File: config.mk
export PLATFORM = sky130hd
export DESIGN_NAME = sc_microsequencer_flat
export DESIGN_NICKNAME = d
export VERILOG_FILES = /design/src/rtl/sc_microsequencer_if.sv /design/src/rtl/sc_microsequencer.sv /design/src/flat_wrapper.sv
export SDC_FILE = /design/constraint.sdc
export NUM_CORES = 1
export LEC_CHECK = 0
export ABC_AREA = 1
export CORE_ASPECT_RATIO = 1.4
export CORE_MARGIN = 2
export CORE_UTILIZATION = 47
export DETAILED_ROUTE_END_ITERATION = 16
export PLACE_DENSITY = 0.86
export SETUP_SLACK_MARGIN = 0.2
export SKIP_CTS_REPAIR_TIMING = 1
export SLEW_MARGIN = 20
export SYNTH_ARGS = -nofsm -noshare
export SYNTH_HDL_FRONTEND = slang
export SYNTH_SLANG_ARGS = --single-unit
File: constraint.sdc
create_clock -name SC_MICROSEQUENCER_CLOCK_50 -period 5.3 [get_ports SC_MICROSEQUENCER_CLOCK_50]
set_input_delay 1.06 -clock SC_MICROSEQUENCER_CLOCK_50 [delete_from_list [all_inputs] [get_ports SC_MICROSEQUENCER_CLOCK_50]]
set_output_delay 1.06 -clock SC_MICROSEQUENCER_CLOCK_50 [all_outputs]
set_load 0.05 [all_outputs]
File: src/rtl/sc_microsequencer_if.sv
// -----------------------------------------------------------------------------
// sc_microsequencer_if
// Bus bundle between the microsequencer and its control store / datapath.
//   master : the sequencer side (consumes MIR, IR, flags, handshakes;
//            drives CS address, datapath addresses, strobes and status)
//   slave  : the environment side (control store, datapath, memory)
// Member names follow the sequencer's external pin names.
// -----------------------------------------------------------------------------
interface sc_microsequencer_if #(
    parameter int DATAWIDTH_MIR_DIRECTION = 6,
    parameter int DATAWIDTH_ALU_SELECTION = 4,
    parameter int DATAWIDTH_CS_ADDRESS    = 11
);
    logic [40:0]                        SC_MICROSEQUENCER_MIR_InBus;
    logic [31:0]                        SC_MICROSEQUENCER_IR_InBus;
    logic [3:0]                         SC_MICROSEQUENCER_Flags_InLowBus;
    logic                               SC_MICROSEQUENCER_SetCode_In;
    logic                               SC_MICROSEQUENCER_MemReady_In;
    logic [DATAWIDTH_CS_ADDRESS-1:0]    SC_MICROSEQUENCER_CSAddress_OutBus;
    logic [DATAWIDTH_MIR_DIRECTION-1:0] SC_MICROSEQUENCER_DirA_OutBus;
    logic [DATAWIDTH_MIR_DIRECTION-1:0] SC_MICROSEQUENCER_DirB_OutBus;
    logic [DATAWIDTH_MIR_DIRECTION-1:0] SC_MICROSEQUENCER_DirC_OutBus;
    logic [2:0]                         SC_MICROSEQUENCER_Select_OutBus;
    logic                               SC_MICROSEQUENCER_RD_Out;
    logic                               SC_MICROSEQUENCER_MemRead_Out;
    logic                               SC_MICROSEQUENCER_MemWrite_Out;
    logic [DATAWIDTH_ALU_SELECTION-1:0] SC_MICROSEQUENCER_ALUOperation_OutBus;
    logic [3:0]                         SC_MICROSEQUENCER_PSR_OutBus;
    logic                               SC_MICROSEQUENCER_Commit_Out;
    logic                               SC_MICROSEQUENCER_Error_Out;

    modport master (
        input  SC_MICROSEQUENCER_MIR_InBus,
        input  SC_MICROSEQUENCER_IR_InBus,
        input  SC_MICROSEQUENCER_Flags_InLowBus,
        input  SC_MICROSEQUENCER_SetCode_In,
        input  SC_MICROSEQUENCER_MemReady_In,
        output SC_MICROSEQUENCER_CSAddress_OutBus,
        output SC_MICROSEQUENCER_DirA_OutBus,
        output SC_MICROSEQUENCER_DirB_OutBus,
        output SC_MICROSEQUENCER_DirC_OutBus,
        output SC_MICROSEQUENCER_Select_OutBus,
        output SC_MICROSEQUENCER_RD_Out,
        output SC_MICROSEQUENCER_MemRead_Out,
        output SC_MICROSEQUENCER_MemWrite_Out,
        output SC_MICROSEQUENCER_ALUOperation_OutBus,
        output SC_MICROSEQUENCER_PSR_OutBus,
        output SC_MICROSEQUENCER_Commit_Out,
        output SC_MICROSEQUENCER_Error_Out
    );

    modport slave (
        output SC_MICROSEQUENCER_MIR_InBus,
        output SC_MICROSEQUENCER_IR_InBus,
        output SC_MICROSEQUENCER_Flags_InLowBus,
        output SC_MICROSEQUENCER_SetCode_In,
        output SC_MICROSEQUENCER_MemReady_In,
        input  SC_MICROSEQUENCER_CSAddress_OutBus,
        input  SC_MICROSEQUENCER_DirA_OutBus,
        input  SC_MICROSEQUENCER_DirB_OutBus,
        input  SC_MICROSEQUENCER_DirC_OutBus,
        input  SC_MICROSEQUENCER_Select_OutBus,
        input  SC_MICROSEQUENCER_RD_Out,
        input  SC_MICROSEQUENCER_MemRead_Out,
        input  SC_MICROSEQUENCER_MemWrite_Out,
        input  SC_MICROSEQUENCER_ALUOperation_OutBus,
        input  SC_MICROSEQUENCER_PSR_OutBus,
        input  SC_MICROSEQUENCER_Commit_Out,
        input  SC_MICROSEQUENCER_Error_Out
    );
endinterface

File: src/rtl/sc_microsequencer.sv
// -----------------------------------------------------------------------------
// sc_microsequencer
// Microprogram sequencer: fetches a 41-bit microinstruction from the control
// store, decodes it onto the datapath address/select/ALU lines, handles memory
// handshakes, keeps the {n,z,v,c} PSR and computes the next control-store
// address from the COND field.
// Ports:
//   SC_MICROSEQUENCER_CLOCK_50     : clock, rising edge
//   SC_MICROSEQUENCER_RESET_InHigh : asynchronous active-high reset
//   bus (master)                   : MIR/IR/flags/handshake inputs and all
//                                    sequencer outputs (see sc_microsequencer_if)
// -----------------------------------------------------------------------------
module sc_microsequencer #(
    parameter int DATAWIDTH_MIR_DIRECTION = 6,
    parameter int DATAWIDTH_ALU_SELECTION = 4,
    parameter int DATAWIDTH_CS_ADDRESS    = 11
) (
    input  logic                SC_MICROSEQUENCER_CLOCK_50,
    input  logic                SC_MICROSEQUENCER_RESET_InHigh,
    sc_microsequencer_if.master bus
);

    typedef enum logic [1:0] {
        ST_FETCH   = 2'd0,
        ST_EXEC    = 2'd1,
        ST_MEMWAIT = 2'd2,
        ST_HALT    = 2'd3
    } state_t;

    state_t                              state_q, state_d;
    logic [40:0]                         mir_q, mir_d;
    logic [DATAWIDTH_CS_ADDRESS-1:0]     cs_addr_q, cs_addr_d;
    logic [3:0]                          psr_q, psr_d;

    logic [DATAWIDTH_CS_ADDRESS-1:0]     seq_addr_s;
    logic [DATAWIDTH_CS_ADDRESS-1:0]     next_addr_s;
    logic                                commit_s;
    logic                                unused_ir_s;

    // MIR field decode
    logic [DATAWIDTH_MIR_DIRECTION-1:0]  mir_a_s, mir_b_s, mir_c_s;
    logic                                mir_amux_s, mir_bmux_s, mir_cmux_s;
    logic                                mir_rd_s, mir_wr_s;
    logic [DATAWIDTH_ALU_SELECTION-1:0]  mir_alu_s;
    logic [2:0]                          mir_cond_s;
    logic [DATAWIDTH_CS_ADDRESS-1:0]     mir_jaddr_s;

    assign mir_a_s     = mir_q[40:35];
    assign mir_amux_s  = mir_q[34];
    assign mir_b_s     = mir_q[33:28];
    assign mir_bmux_s  = mir_q[27];
    assign mir_c_s     = mir_q[26:21];
    assign mir_cmux_s  = mir_q[20];
    assign mir_rd_s    = mir_q[19];
    assign mir_wr_s    = mir_q[18];
    assign mir_alu_s   = mir_q[17:14];
    assign mir_cond_s  = mir_q[13:11];
    assign mir_jaddr_s = mir_q[10:0];

    // IR bits that never steer the sequencer
    assign unused_ir_s = ^{bus.SC_MICROSEQUENCER_IR_InBus[29:25],
                           bus.SC_MICROSEQUENCER_IR_InBus[18:14],
                           bus.SC_MICROSEQUENCER_IR_InBus[12:0]};

    // Retire condition: register-only words in EXEC, memory words on Ready
    always_comb begin
        commit_s = 1'b0;
        if (state_q == ST_EXEC) begin
            commit_s = ~mir_rd_s & ~mir_wr_s;
        end else if (state_q == ST_MEMWAIT) begin
            commit_s = bus.SC_MICROSEQUENCER_MemReady_In;
        end else begin
            commit_s = 1'b0;
        end
    end

    // Next-address selection; branches test the PSR as it stood before this
    // cycle's update, and the sequential address wraps naturally at 2047
    always_comb begin
        seq_addr_s  = cs_addr_q + 11'd1;
        next_addr_s = seq_addr_s;
        case (mir_cond_s)
            3'd0: next_addr_s = seq_addr_s;
            3'd1: next_addr_s = psr_q[3] ? mir_jaddr_s : seq_addr_s;
            3'd2: next_addr_s = psr_q[2] ? mir_jaddr_s : seq_addr_s;
            3'd3: next_addr_s = psr_q[1] ? mir_jaddr_s : seq_addr_s;
            3'd4: next_addr_s = psr_q[0] ? mir_jaddr_s : seq_addr_s;
            3'd5: next_addr_s = bus.SC_MICROSEQUENCER_IR_InBus[13] ? mir_jaddr_s : seq_addr_s;
            3'd6: next_addr_s = mir_jaddr_s;
            3'd7: next_addr_s = {1'b1, bus.SC_MICROSEQUENCER_IR_InBus[31:30],
                                 bus.SC_MICROSEQUENCER_IR_InBus[24:19], 2'b00};
            default: next_addr_s = seq_addr_s;
        endcase
    end

    // Datapath register next values: MIR loads in FETCH, address/PSR on commit
    always_comb begin
        mir_d     = mir_q;
        cs_addr_d = cs_addr_q;
        psr_d     = psr_q;
        if (state_q == ST_FETCH) begin
            mir_d = bus.SC_MICROSEQUENCER_MIR_InBus;
        end else begin
            mir_d = mir_q;
        end
        if (commit_s) begin
            cs_addr_d = next_addr_s;
            if (bus.SC_MICROSEQUENCER_SetCode_In) begin
                psr_d = ~bus.SC_MICROSEQUENCER_Flags_InLowBus;
            end else begin
                psr_d = psr_q;
            end
        end else begin
            cs_addr_d = cs_addr_q;
            psr_d     = psr_q;
        end
    end

    // Datapath registers: MIR, control-store address, PSR
    always_ff @(posedge SC_MICROSEQUENCER_CLOCK_50 or posedge SC_MICROSEQUENCER_RESET_InHigh) begin
        if (SC_MICROSEQUENCER_RESET_InHigh) begin
            mir_q     <= 41'd0;
            cs_addr_q <= 11'd0;
            psr_q     <= 4'd0;
        end else begin
            mir_q     <= mir_d;
            cs_addr_q <= cs_addr_d;
            psr_q     <= psr_d;
        end
    end

    // FSM state register
    always_ff @(posedge SC_MICROSEQUENCER_CLOCK_50 or posedge SC_MICROSEQUENCER_RESET_InHigh) begin
        if (SC_MICROSEQUENCER_RESET_InHigh) begin
            state_q <= ST_FETCH;
        end else begin
            state_q <= state_d;
        end
    end

    // FSM next-state logic; HALT is left only through reset
    always_comb begin
        state_d = state_q;
        case (state_q)
            ST_FETCH: state_d = ST_EXEC;
            ST_EXEC: begin
                if (mir_rd_s && mir_wr_s) begin
                    state_d = ST_HALT;
                end else if (mir_rd_s || mir_wr_s) begin
                    state_d = ST_MEMWAIT;
                end else begin
                    state_d = ST_FETCH;
                end
            end
            ST_MEMWAIT: begin
                if (bus.SC_MICROSEQUENCER_MemReady_In) begin
                    state_d = ST_FETCH;
                end else begin
                    state_d = ST_MEMWAIT;
                end
            end
            ST_HALT: state_d = ST_HALT;
            default: state_d = ST_FETCH;
        endcase
    end

    // FSM outputs: decoded from registered state/MIR so reset clears them at once.
    // An illegal RD=WR=1 word never raises a strobe.
    always_comb begin
        bus.SC_MICROSEQUENCER_DirA_OutBus         = 6'd0;
        bus.SC_MICROSEQUENCER_DirB_OutBus         = 6'd0;
        bus.SC_MICROSEQUENCER_DirC_OutBus         = 6'd0;
        bus.SC_MICROSEQUENCER_Select_OutBus       = 3'd0;
        bus.SC_MICROSEQUENCER_RD_Out              = 1'b0;
        bus.SC_MICROSEQUENCER_MemRead_Out         = 1'b0;
        bus.SC_MICROSEQUENCER_MemWrite_Out        = 1'b0;
        bus.SC_MICROSEQUENCER_ALUOperation_OutBus = 4'd0;
        bus.SC_MICROSEQUENCER_Error_Out           = 1'b0;
        case (state_q)
            ST_EXEC, ST_MEMWAIT: begin
                bus.SC_MICROSEQUENCER_DirA_OutBus         = mir_a_s;
                bus.SC_MICROSEQUENCER_DirB_OutBus         = mir_b_s;
                bus.SC_MICROSEQUENCER_RD_Out              = mir_rd_s;
                bus.SC_MICROSEQUENCER_ALUOperation_OutBus = mir_alu_s;
                bus.SC_MICROSEQUENCER_MemRead_Out         = mir_rd_s & ~mir_wr_s;
                bus.SC_MICROSEQUENCER_MemWrite_Out        = mir_wr_s & ~mir_rd_s;
                if (commit_s) begin
                    bus.SC_MICROSEQUENCER_DirC_OutBus   = mir_c_s;
                    bus.SC_MICROSEQUENCER_Select_OutBus = {mir_amux_s, mir_bmux_s, mir_cmux_s};
                end else begin
                    bus.SC_MICROSEQUENCER_Select_OutBus = {mir_amux_s, mir_bmux_s, 1'b0};
                end
            end
            ST_HALT:  bus.SC_MICROSEQUENCER_Error_Out = 1'b1;
            ST_FETCH: bus.SC_MICROSEQUENCER_Error_Out = 1'b0;
            default:  bus.SC_MICROSEQUENCER_Error_Out = 1'b0;
        endcase
    end

    assign bus.SC_MICROSEQUENCER_CSAddress_OutBus = cs_addr_q;
    assign bus.SC_MICROSEQUENCER_PSR_OutBus       = psr_q;
    assign bus.SC_MICROSEQUENCER_Commit_Out       = commit_s;

endmodule

File: src/flat_wrapper.sv
// flat-port wrapper written by rule: the top's interface ports become plain ports
module sc_microsequencer_flat 
#(
    parameter int DATAWIDTH_MIR_DIRECTION = 6,
    parameter int DATAWIDTH_ALU_SELECTION = 4,
    parameter int DATAWIDTH_CS_ADDRESS    = 11
)
  (SC_MICROSEQUENCER_CLOCK_50, SC_MICROSEQUENCER_RESET_InHigh, bus_SC_MICROSEQUENCER_MIR_InBus, bus_SC_MICROSEQUENCER_IR_InBus, bus_SC_MICROSEQUENCER_Flags_InLowBus, bus_SC_MICROSEQUENCER_SetCode_In, bus_SC_MICROSEQUENCER_MemReady_In, bus_SC_MICROSEQUENCER_CSAddress_OutBus, bus_SC_MICROSEQUENCER_DirA_OutBus, bus_SC_MICROSEQUENCER_DirB_OutBus, bus_SC_MICROSEQUENCER_DirC_OutBus, bus_SC_MICROSEQUENCER_Select_OutBus, bus_SC_MICROSEQUENCER_RD_Out, bus_SC_MICROSEQUENCER_MemRead_Out, bus_SC_MICROSEQUENCER_MemWrite_Out, bus_SC_MICROSEQUENCER_ALUOperation_OutBus, bus_SC_MICROSEQUENCER_PSR_OutBus, bus_SC_MICROSEQUENCER_Commit_Out, bus_SC_MICROSEQUENCER_Error_Out);
  sc_microsequencer_if #(.DATAWIDTH_MIR_DIRECTION(DATAWIDTH_MIR_DIRECTION), .DATAWIDTH_ALU_SELECTION(DATAWIDTH_ALU_SELECTION), .DATAWIDTH_CS_ADDRESS(DATAWIDTH_CS_ADDRESS)) bus_i ();
  input  logic SC_MICROSEQUENCER_CLOCK_50;
  input  logic SC_MICROSEQUENCER_RESET_InHigh;
  input wire logic [$bits(bus_i.SC_MICROSEQUENCER_MIR_InBus)-1:0] bus_SC_MICROSEQUENCER_MIR_InBus;
  input wire logic [$bits(bus_i.SC_MICROSEQUENCER_IR_InBus)-1:0] bus_SC_MICROSEQUENCER_IR_InBus;
  input wire logic [$bits(bus_i.SC_MICROSEQUENCER_Flags_InLowBus)-1:0] bus_SC_MICROSEQUENCER_Flags_InLowBus;
  input wire logic [$bits(bus_i.SC_MICROSEQUENCER_SetCode_In)-1:0] bus_SC_MICROSEQUENCER_SetCode_In;
  input wire logic [$bits(bus_i.SC_MICROSEQUENCER_MemReady_In)-1:0] bus_SC_MICROSEQUENCER_MemReady_In;
  output wire logic [$bits(bus_i.SC_MICROSEQUENCER_CSAddress_OutBus)-1:0] bus_SC_MICROSEQUENCER_CSAddress_OutBus;
  output wire logic [$bits(bus_i.SC_MICROSEQUENCER_DirA_OutBus)-1:0] bus_SC_MICROSEQUENCER_DirA_OutBus;
  output wire logic [$bits(bus_i.SC_MICROSEQUENCER_DirB_OutBus)-1:0] bus_SC_MICROSEQUENCER_DirB_OutBus;
  output wire logic [$bits(bus_i.SC_MICROSEQUENCER_DirC_OutBus)-1:0] bus_SC_MICROSEQUENCER_DirC_OutBus;
  output wire logic [$bits(bus_i.SC_MICROSEQUENCER_Select_OutBus)-1:0] bus_SC_MICROSEQUENCER_Select_OutBus;
  output wire logic [$bits(bus_i.SC_MICROSEQUENCER_RD_Out)-1:0] bus_SC_MICROSEQUENCER_RD_Out;
  output wire logic [$bits(bus_i.SC_MICROSEQUENCER_MemRead_Out)-1:0] bus_SC_MICROSEQUENCER_MemRead_Out;
  output wire logic [$bits(bus_i.SC_MICROSEQUENCER_MemWrite_Out)-1:0] bus_SC_MICROSEQUENCER_MemWrite_Out;
  output wire logic [$bits(bus_i.SC_MICROSEQUENCER_ALUOperation_OutBus)-1:0] bus_SC_MICROSEQUENCER_ALUOperation_OutBus;
  output wire logic [$bits(bus_i.SC_MICROSEQUENCER_PSR_OutBus)-1:0] bus_SC_MICROSEQUENCER_PSR_OutBus;
  output wire logic [$bits(bus_i.SC_MICROSEQUENCER_Commit_Out)-1:0] bus_SC_MICROSEQUENCER_Commit_Out;
  output wire logic [$bits(bus_i.SC_MICROSEQUENCER_Error_Out)-1:0] bus_SC_MICROSEQUENCER_Error_Out;
  assign bus_i.SC_MICROSEQUENCER_MIR_InBus = bus_SC_MICROSEQUENCER_MIR_InBus;
  assign bus_i.SC_MICROSEQUENCER_IR_InBus = bus_SC_MICROSEQUENCER_IR_InBus;
  assign bus_i.SC_MICROSEQUENCER_Flags_InLowBus = bus_SC_MICROSEQUENCER_Flags_InLowBus;
  assign bus_i.SC_MICROSEQUENCER_SetCode_In = bus_SC_MICROSEQUENCER_SetCode_In;
  assign bus_i.SC_MICROSEQUENCER_MemReady_In = bus_SC_MICROSEQUENCER_MemReady_In;
  assign bus_SC_MICROSEQUENCER_CSAddress_OutBus = bus_i.SC_MICROSEQUENCER_CSAddress_OutBus;
  assign bus_SC_MICROSEQUENCER_DirA_OutBus = bus_i.SC_MICROSEQUENCER_DirA_OutBus;
  assign bus_SC_MICROSEQUENCER_DirB_OutBus = bus_i.SC_MICROSEQUENCER_DirB_OutBus;
  assign bus_SC_MICROSEQUENCER_DirC_OutBus = bus_i.SC_MICROSEQUENCER_DirC_OutBus;
  assign bus_SC_MICROSEQUENCER_Select_OutBus = bus_i.SC_MICROSEQUENCER_Select_OutBus;
  assign bus_SC_MICROSEQUENCER_RD_Out = bus_i.SC_MICROSEQUENCER_RD_Out;
  assign bus_SC_MICROSEQUENCER_MemRead_Out = bus_i.SC_MICROSEQUENCER_MemRead_Out;
  assign bus_SC_MICROSEQUENCER_MemWrite_Out = bus_i.SC_MICROSEQUENCER_MemWrite_Out;
  assign bus_SC_MICROSEQUENCER_ALUOperation_OutBus = bus_i.SC_MICROSEQUENCER_ALUOperation_OutBus;
  assign bus_SC_MICROSEQUENCER_PSR_OutBus = bus_i.SC_MICROSEQUENCER_PSR_OutBus;
  assign bus_SC_MICROSEQUENCER_Commit_Out = bus_i.SC_MICROSEQUENCER_Commit_Out;
  assign bus_SC_MICROSEQUENCER_Error_Out = bus_i.SC_MICROSEQUENCER_Error_Out;
  sc_microsequencer #(.DATAWIDTH_MIR_DIRECTION(DATAWIDTH_MIR_DIRECTION), .DATAWIDTH_ALU_SELECTION(DATAWIDTH_ALU_SELECTION), .DATAWIDTH_CS_ADDRESS(DATAWIDTH_CS_ADDRESS)) u_core (.SC_MICROSEQUENCER_CLOCK_50(SC_MICROSEQUENCER_CLOCK_50), .SC_MICROSEQUENCER_RESET_InHigh(SC_MICROSEQUENCER_RESET_InHigh), .bus(bus_i));
endmodule
==> changes_impl.md <==
### Implementation results

* Clk_buf instances at 9
* Drt via density at 5.033
* Syn Area/Cell at 7.928 um2
* Num tapcells at 74
* Critical-path top delay cell: clkdlybuf4s50_1
* Gr busiest metal: met2
* Logic area at 0.001461 mm2
* H-tree depth at 3
* Adder Area Share at 0.02361
* Final core utilization at 0.6789
* Period minus WS final at 3.952 ns
* CP Class: in -> out
* Setup tns final at 0 ns
* Crit path DAT at 2.89 ns
* Final GP Congestion at a little under 0.9
* Xor/xnor share at 0.005510
* Req. time, crit path at 4.24 ns
* Rows at 35
* # DRC at 0
* Worst slew margin at 0.5207
* Mux share at 0.08855
* Fin. max-slew vios at 0
* Post-Layout Cell Count at 583
* Hold path depth at 1
* Fin area at 0.004459 mm2
* PortBufs at 102
* Clock-cell share of area at 0.04321
* CTS Root Cell: clkbuf_8
* Min-Delay Path Class: reg -> reg
* Detailed-route wire length at 7.362 mm
* Status: finished, final reports clean
* DP Worst Slack at about 1.3 ns
* Hold wc startpoint: u_core.mir_q[15]
* Worst setup margin at 1.348 ns
* Die height at 101.3 um
* PD cells at 738.3 mW/mm2
* Worst r2r src: u_core.state_q[1]
* Dominant combinational family: simple AND/OR/NAND/NOR gates
* Registers, synthesis at 58
* # nets final at 591
* Ys flop type: dfrtp_1
* Crit-path cells: clkdlybuf4s50_1 > nand3_1 > nand2_1 > nand2_1 > nor2_1 > clkdlybuf4s50_1
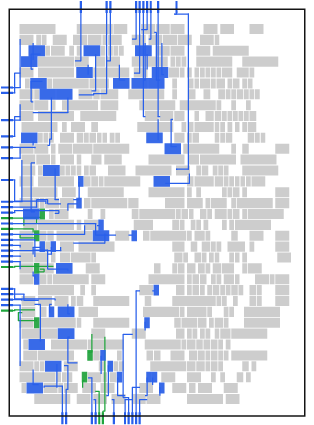
**Above:** port wiring.
(4 px per um)
legend:
  bus_SC_MICROSEQUENCER_DirC_OutBus:
    colour: green
    direction: output
    edge: 4 left, 2 bottom
    end_cells: 6
    buffers: 6
    wire: 85.2 um
  bus_SC_MICROSEQUENCER_MIR_InBus:
    colour: blue
    direction: input
    edge: 21 left, 10 top, 10 bottom
    end_cells: 41
    buffers: 41
    wire: 787 um

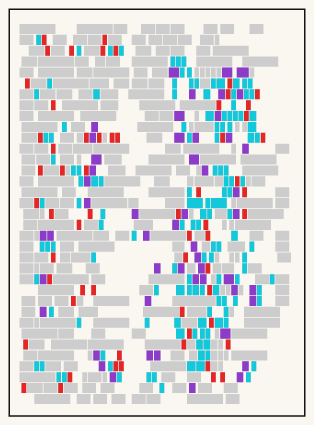
**Above:** gate-type map.
(4 px per um)
legend:
  nand cells:
    colour: cyan
    cells: 133
    where: widely spread
  inv cells:
    colour: red
    cells: 60
    where: widely spread
  aoi and oai cells:
    colour: purple
    cells: 51

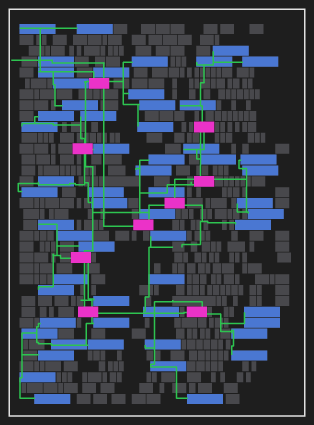
**Above:** clock wires, drivers and flops.
(4 px per um)
legend:
  clock wires:
    colour: green
    length: 746 um
  flip-flops:
    colour: blue
    count: 58
  clock-net drivers:
    colour: magenta
    count: 9
flops lie: widely spread

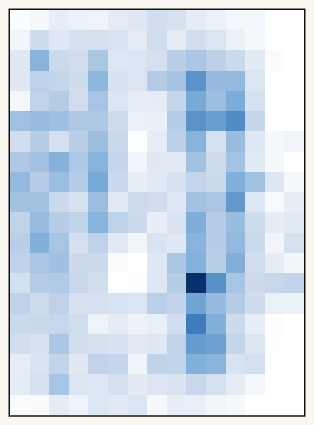
**Above:** wire density map.
(4 px per um) The die is cut into 15 by 20 equal tiles; white is low, dark blue is high, scaled to the fullest tile. Values are wire area over tile area, all layers added.
mean over tiles: 0.16
tiles over half the peak: 4.3%
densest ninth of the die: middle left

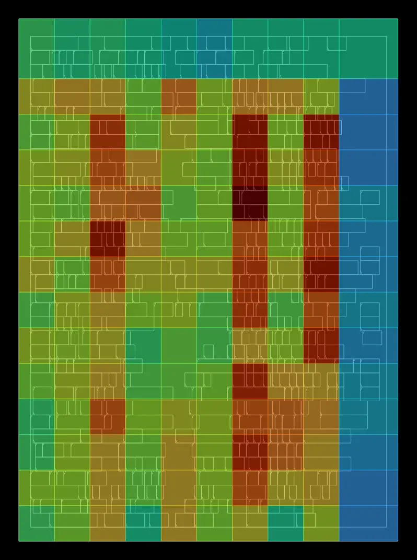
**Above:** routing congestion map.
met3 Track Usage GR: 0.06269
met1 Track Usage GR: 0.2453
post-DR wirelength/cell: 12.63 um
Total GRT Usage: 0.2188

Power is estimated from default activity; no workload was simulated.
